--- src/rtl/mux_arbiter_rr.sv ---
// Packet-aware round-robin arbiter driving a mux select, with a valid/sel tag delayed to match mux latency.
// Optional idle-lock watchdog enabled by defining MUX_ARBITER_TIMEOUT_EN.
//
// state | meaning
// ------+-----------------------------------------------------------
// IDLE  | no grant outstanding; first request at/after ptr wins
// BUSY  | grant locked to sel until its last beat (or watchdog)
module mux_arbiter_rr #(
    parameter int INPUT_COUNT = 4,
    parameter int LATENCY     = 0,
    parameter int TIMEOUT     = 16
) (
    input  logic                           clk,
    input  logic                           rst_n,
    input  logic [INPUT_COUNT-1:0]         req,
    input  logic [INPUT_COUNT-1:0]         last,
    input  logic                           ready,
    output logic [INPUT_COUNT-1:0]         grant,
    output logic [$clog2(INPUT_COUNT)-1:0] sel,
    output logic                           out_valid,
    output logic [$clog2(INPUT_COUNT)-1:0] out_sel,
    output logic                           timeout
);

    localparam int SW = $clog2(INPUT_COUNT);

    typedef enum logic {IDLE, BUSY} state_t;

    state_t                 state, state_nxt;
    logic [SW-1:0]          ptr, ptr_nxt, sel_nxt, sel_inc, arb_base, arb_win;
    logic [INPUT_COUNT-1:0] grant_nxt;
    logic                   arb_found, xfer, release_lock, wd_fire;

    if (INPUT_COUNT < 2 || TIMEOUT < 1) begin : g_param_check
        $error("mux_arbiter_rr: INPUT_COUNT must be >= 2 and TIMEOUT >= 1");
    end

    assign xfer         = (state == BUSY) & req[sel] & ready;
    assign sel_inc      = (sel == SW'(INPUT_COUNT - 1)) ? '0 : sel + 1'b1;
    assign release_lock = (xfer & last[sel]) | wd_fire;
    assign arb_base     = (state == BUSY) ? sel_inc : ptr;

    // Scan from arb_base upward with wrap; the index never exceeds INPUT_COUNT-1.
    always_comb begin
        int idx;
        idx       = 0;
        arb_found = 1'b0;
        arb_win   = '0;
        for (int i = 0; i < INPUT_COUNT; i++) begin
            idx = int'(arb_base) + i;
            if (idx >= INPUT_COUNT) idx = idx - INPUT_COUNT;
            if (!arb_found && req[SW'(idx)]) begin
                arb_found = 1'b1;
                arb_win   = SW'(idx);
            end
        end
    end

    always_comb begin
        state_nxt = state;
        grant_nxt = grant;
        sel_nxt   = sel;
        ptr_nxt   = ptr;
        case (state)
            IDLE: begin
                if (arb_found) begin
                    state_nxt = BUSY;
                    grant_nxt = INPUT_COUNT'(1) << arb_win;
                    sel_nxt   = arb_win;
                end
            end
            BUSY: begin
                if (release_lock) begin
                    ptr_nxt = sel_inc;
                    if (arb_found) begin
                        grant_nxt = INPUT_COUNT'(1) << arb_win;
                        sel_nxt   = arb_win;
                    end else begin
                        state_nxt = IDLE;
                        grant_nxt = '0;
                        sel_nxt   = '0;
                    end
                end
            end
            default: begin
                state_nxt = IDLE;
                grant_nxt = '0;
                sel_nxt   = '0;
            end
        endcase
    end

    always_ff @(posedge clk or negedge rst_n) begin
        if (!rst_n) begin
            state <= IDLE;
            grant <= '0;
            sel   <= '0;
            ptr   <= '0;
        end else begin
            state <= state_nxt;
            grant <= grant_nxt;
            sel   <= sel_nxt;
            ptr   <= ptr_nxt;
        end
    end

`ifdef MUX_ARBITER_TIMEOUT_EN
    localparam int TW = $clog2(TIMEOUT + 1);

    logic [TW-1:0] wd_cnt;
    logic          timeout_q;

    // Fires on the TIMEOUT-th consecutive cycle the granted source has req low.
    assign wd_fire = (state == BUSY) & ~req[sel] & (wd_cnt == TW'(TIMEOUT - 1));
    assign timeout = timeout_q;

    always_ff @(posedge clk or negedge rst_n) begin
        if (!rst_n) begin
            wd_cnt    <= '0;
            timeout_q <= 1'b0;
        end else begin
            timeout_q <= wd_fire;
            if (state != BUSY || xfer || release_lock) begin
                wd_cnt <= '0;
            end else if (!req[sel]) begin
                wd_cnt <= wd_cnt + 1'b1;
            end
        end
    end
`else
    assign wd_fire = 1'b0;
    assign timeout = 1'b0;
`endif

    if (LATENCY == 0) begin : g_lat0
        assign out_valid = xfer;
        assign out_sel   = sel;
    end else begin : g_pipe
        logic [LATENCY-1:0] vld_q;
        logic [SW-1:0]      sel_q [LATENCY];

        always_ff @(posedge clk or negedge rst_n) begin
            if (!rst_n) begin
                vld_q <= '0;
                for (int i = 0; i < LATENCY; i++) sel_q[i] <= '0;
            end else begin
                vld_q[0] <= xfer;
                sel_q[0] <= sel;
                for (int i = 1; i < LATENCY; i++) begin
                    vld_q[i] <= vld_q[i-1];
                    sel_q[i] <= sel_q[i-1];
                end
            end
        end

        assign out_valid = vld_q[LATENCY-1];
        assign out_sel   = sel_q[LATENCY-1];
    end

endmodule

--- config.mk ---
export PLATFORM = sky130hd
export DESIGN_NAME = mux_arbiter_rr
export DESIGN_NICKNAME = d
export VERILOG_FILES = /design/src/rtl/mux_arbiter_rr.sv
export SDC_FILE = /design/constraint.sdc
export NUM_CORES = 1
export LEC_CHECK = 0
export CAP_MARGIN = 10
export CORE_MARGIN = 4
export CORE_UTILIZATION = 43
export CTS_CLUSTER_DIAMETER = 100
export DETAILED_ROUTE_END_ITERATION = 6
export PLACE_DENSITY_LB_ADDON = 0.05
export SYNTH_ARGS = -nofsm -noshare
export SYNTH_HDL_FRONTEND = slang
export SYNTH_SLANG_ARGS = --single-unit
--- constraint.sdc ---
create_clock -name clk -period 2.25 [get_ports clk]
set_clock_uncertainty 0.1 [all_clocks]
set_input_delay 0.675 -clock clk [delete_from_list [all_inputs] [get_ports clk]]
set_output_delay 0.675 -clock clk [all_outputs]
set_load 0.1 [all_outputs]
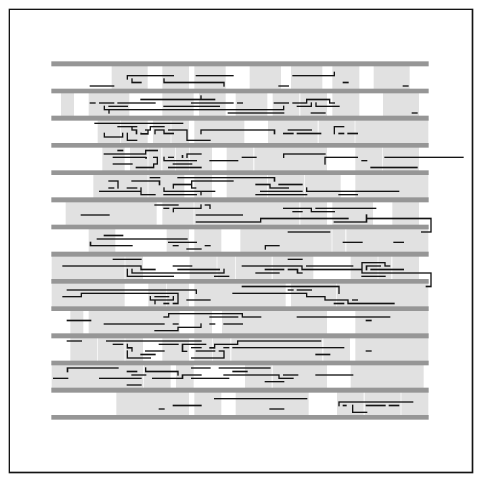
run_1/layer_met1.png
Scale: 10 px per um. Supply wires on this layer in grey. Cells faint in the background.
main direction: horizontal
longest straight run: 17.9 um
nets with wire on the layer: 91
GR Layer Usage met1: 0.211
DRT Wirelength: 1640 um
via count: 618

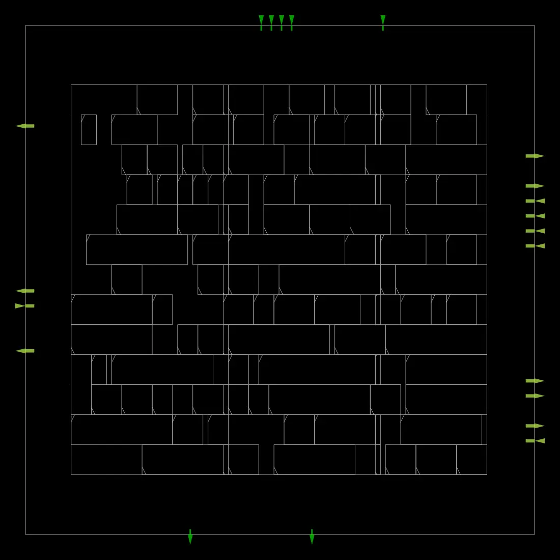
run_1/placement.png
Seq area share: 0.222
registers: 9
row count: 13

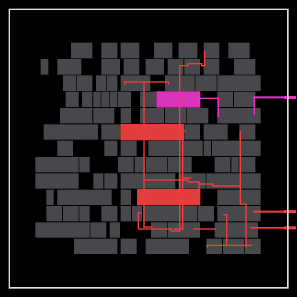
run_1/io_fan.png
Scale: 6 px per um.
legend:
  red:
    port: out_sel
    direction: output
    end_cells: 2
    buffers: 4
    wire: 166 um
  magenta:
    port: out_valid
    direction: output
    end_cells: 1
    buffers: 1
    wire: 14.7 um
count of input and output buffers: 19
Ports: 21

==> notes.md, run 1 <==
flow finished, numbers: RSZ-0062 raised after global routing yes, Via density 5.67, hold path start ptr[0]$_DFFE_PN0P_, gr usage total 0.170, final hold vios 0, ys cells 61, Setup crit end kind primary output, Core Util at FP 0.470, final core utilization 0.785, number of nets still failing antenna checks after routing 0, Top cell area share 0.359, Req. time, crit path 1.47 ns, Min Hold Slack 0.436 ns, Avg Inst Size Synth 10.3 sq um, Post-Syn Nets 73, ys flops 9, core area 1330 sq um, clock-pin slew on the worst setup and hold paths 0.06 ns, die width 46.2 um, clock buffer depth 2, post-layout period usage 0.980, reg-to-reg endpoint grant[2]$_DFFE_PN0P_, CTS tree yes, sequential share of the synthesized area 0.359, crit path DAT 1.43 ns, Setup WS post-layout 0.0448 ns, CP Class flop to primary output, Tool Warnings 28, Max FO, Critical Path 6, Area Overhead vs Synth 67.1%, Slew Viols, Final 0, Commonest Layout Cell buf_4, insertion delay at the late pin of the worst-skew pair 0.26 ns, initial antenna violation count 0, gpl congestion 0.829, outcome finished clean
-- run 1: stage by stage --
stage	setup TNS (ns)	area, sq um	cells
5_1_grt	-0.0234	1050	109
2_1_floorplan	-1.34	634	61
3_5_place_dp	-1.40	963	100
3_3_place_gp	-1.05	963	100
4_1_cts	0	992	103
6_report	0	1050	109
-- run 1: area by class of cell --
| class | count | area (sq um) |
|---|---|---|
| repair buffers | 34 | 394 |
| multi-input cells | 46 | 372 |
| fillers | 87 | 287 |
| flip-flops and latches | 9 | 233 |
| clock buffers | 4 | 26.3 |
| well taps | 15 | 18.8 |
| inverters | 1 | 3.75 |
-- run 1: critical path: stages (launching register included) --
cell and delay [ns]:
dfrtp_4 0.49, buf_8 0.14, nand3b_1 0.19, o22ai_4 0.16
buf_12 0.20
-- run 1: state kept, by name, summed over array words and instances, names as in the netlist --
register  cells
grant         4
ptr           2
state         1
out_sel       2
-- run 1: cells by family (layout without fill, tap and decap cells) --
logic type	after synthesis	count (layout)	synth area share
buffers and inverters	6	39	0.0778
other	1	1	0.00598
multiplexers	6	6	0.120
AND/OR/NAND/NOR	14	14	0.134
flip-flops	9	9	0.359
adder cells (fa/ha/maj)	1	1	0.0200
AND-OR/OR-AND	24	24	0.283
-- run 1: worst max-delay path by stage --
stage,startpoint,end,slack [ns],cells past startpoint
final,out_sel[1]$_DFFE_PN0P_,out_valid,0.04,4
after global routing,out_sel[1]$_DFFE_PN0P_,out_valid,-0.02,4
after CTS,out_sel[1]$_DFFE_PN0P_,out_valid,0.03,4
after detailed placement,ready,out_valid,-0.25,4
after global placement,ready,out_valid,-0.22,4
after floorplan,out_sel[0]$_DFFE_PN0P_,grant[0]$_DFFE_PN0P_,-0.24,7
-- run 1: metal layers --
layer	vias to the layer above	GRT usage	routed length (um)
met5	-	0	0
met4	0	0.0682	14
met3	2	0.0703	158
met2	43	0.258	814
met1	276	0.211	647
li1	297	-	-
-- run 1: repair_timing --
action,CTS,global route
setup endpoints to repair,1,6
setup buffers,0,6
pin swaps,1,0
gates cloned,0,0
endpoints found under the hold margin,0,0
hold buffers,0,0
gates resized,9,3
-- run 1: synthesized netlist by cell type --
library cell,instances
o211a_1,2
and2b_1,1
o221a_2,1
o221ai_1,1
conb_1,1
and2b_4,1
a31oi_1,1
mux2_2,2
nand3b_1,1
nor4_1,1
o211ai_1,1
a21boi_2,1
o31ai_1,5
or2_4,1
nor3_1,1
o22ai_4,1
nand2_1,3
buf_6,2
mux2i_1,3
nand3_1,1
nand2b_1,1
inv_1,1
and2_1,1
buf_4,3
ha_1,1
or2_1,1
dfrtp_1,9
nor2_1,1
o21ai_0,10
a21oi_1,1
mux4_2,1
--- run 2 (diff from run 1) ---
--- a/config.mk
+++ b/config.mk
@@ -10,6 +10,7 @@
 export CORE_UTILIZATION = 43
 export CTS_CLUSTER_DIAMETER = 100
 export DETAILED_ROUTE_END_ITERATION = 6
+export HOLD_SLACK_MARGIN = 0.08
 export PLACE_DENSITY_LB_ADDON = 0.05
 export SYNTH_ARGS = -nofsm -noshare
 export SYNTH_HDL_FRONTEND = slang
==> run 2 against run 1 <==
- clock-buffer cell count did not move
- critical path type unchanged
- via count unchanged
- critical path depth is the same
- sequential share of layout area unchanged
- fmax is the same
- register-to-register slack about the same
- hold slack unchanged
- design area stayed put
- die area did not move
==> notes.md, run 2 <==
flow finished, numbers: main flop type after synthesis dfrtp_1, ao+oa area frac 0.283 (unchanged), core area 1330 sq um (unchanged), Req. time, crit path 1.47 ns (about the same), Placed Area 963 sq um (unchanged), gr usage total 0.170 (unchanged), Layout fillers 87 (unchanged), XOR/XNOR Area Share 0 (unchanged), die width 46.2 um (unchanged), Slew Viols, Final 0 (unchanged), gpl congestion 0.829 (unchanged), top comb family, area AND-OR/OR-AND gates, count of input and output buffers 19 (unchanged), ys flops 9 (unchanged), row count 13 (unchanged), max FFs per register 4 (unchanged), Top cell area share 0.359 (unchanged), Simple-Gate Fraction of Synth Area 0.134 (unchanged), DRT Wirelength 1640 um (unchanged), outcome finished clean
-- run 2: cell counts after synthesis --
Identical to the previous run, type by type.
-- run 2: worst max-delay path: stages, from the launching register on --
cell and delay, ns:
dfrtp_4 0.49, buf_8 0.14, nand3b_1 0.19, o22ai_4 0.16, buf_12 0.20
-- run 2: kinds of logic (layout without fill, tap and decap cells) --
| group | after synthesis | in the layout |
|---|---|---|
| flops | 9 | 9 |
| compound gates | 24 | 24 |
| other cells | 1 | 1 |
| mux | 6 | 6 |
| simple gates | 14 | 14 |
| buf+inv | 6 | 39 |
| fa+ha+maj | 1 | 1 |
-- run 2: worst max-delay path by stage --
| stage | endpoint | slack [ns] | depth (start not counted) |
|---|---|---|---|
| 6_report | out_valid | 0.04 | 4 |
| 5_1_grt | out_valid | -0.02 | 4 |
| 4_1_cts | out_valid | 0.03 | 4 |
| 3_5_place_dp | out_valid | -0.25 | 4 |
| 3_3_place_gp | out_valid | -0.22 | 4 |
| 2_1_floorplan | grant[0]$_DFFE_PN0P_ | -0.24 | 7 |
-- run 2: layout make-up --
type / count / area, sq um / area share
clock buffer: 4 / 26.3 / 0.0251
tap: 15 / 18.8 / 0.0179
inverter: 1 / 3.75 / 0.00358
timing repair buffer: 34 / 394 / 0.376
multi-input combinational: 46 / 372 / 0.355
sequential: 9 / 233 / 0.222
-- run 2: layer usage --
metal	routed length [um]	GRT usage	vias up	part of all wire
met2	814	0.258	43	0.50
li1	-	-	297	-
met4	14	0.0682	0	0.0086
met3	158	0.0703	2	0.097
met5	0	0	-	0
met1	647	0.211	276	0.40
-- run 2: stage by stage --
step                       util  worst slack (ns)  TNS [ns]
after detailed placement  0.722            -0.255     -1.40
after CTS                 0.744            0.0264         0
after global routing      0.785           -0.0234   -0.0234
after global placement    0.722            -0.217     -1.05
after floorplan               -            -0.236     -1.34
final                     0.785            0.0448         0
-- run 2: what timing repair did --
action | 4_1_cts | 5_1_grt
endpoints found under the hold margin | 0 | 0
pin swaps | 1 | 0
buffers inserted | 0 | 6
setup endpoints to repair | 1 | 6
resized | 9 | 3
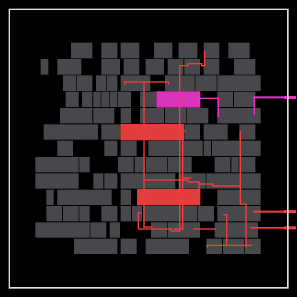
run_2/io_fan.png
Scale: 6 px per um.
legend:
  magenta:
    port: out_valid
    direction: output
    end_cells: 1
    buffers: 1
    wire: 14.7 um
  red:
    port: out_sel
    direction: output
    end_cells: 2
    buffers: 4
    wire: 166 um

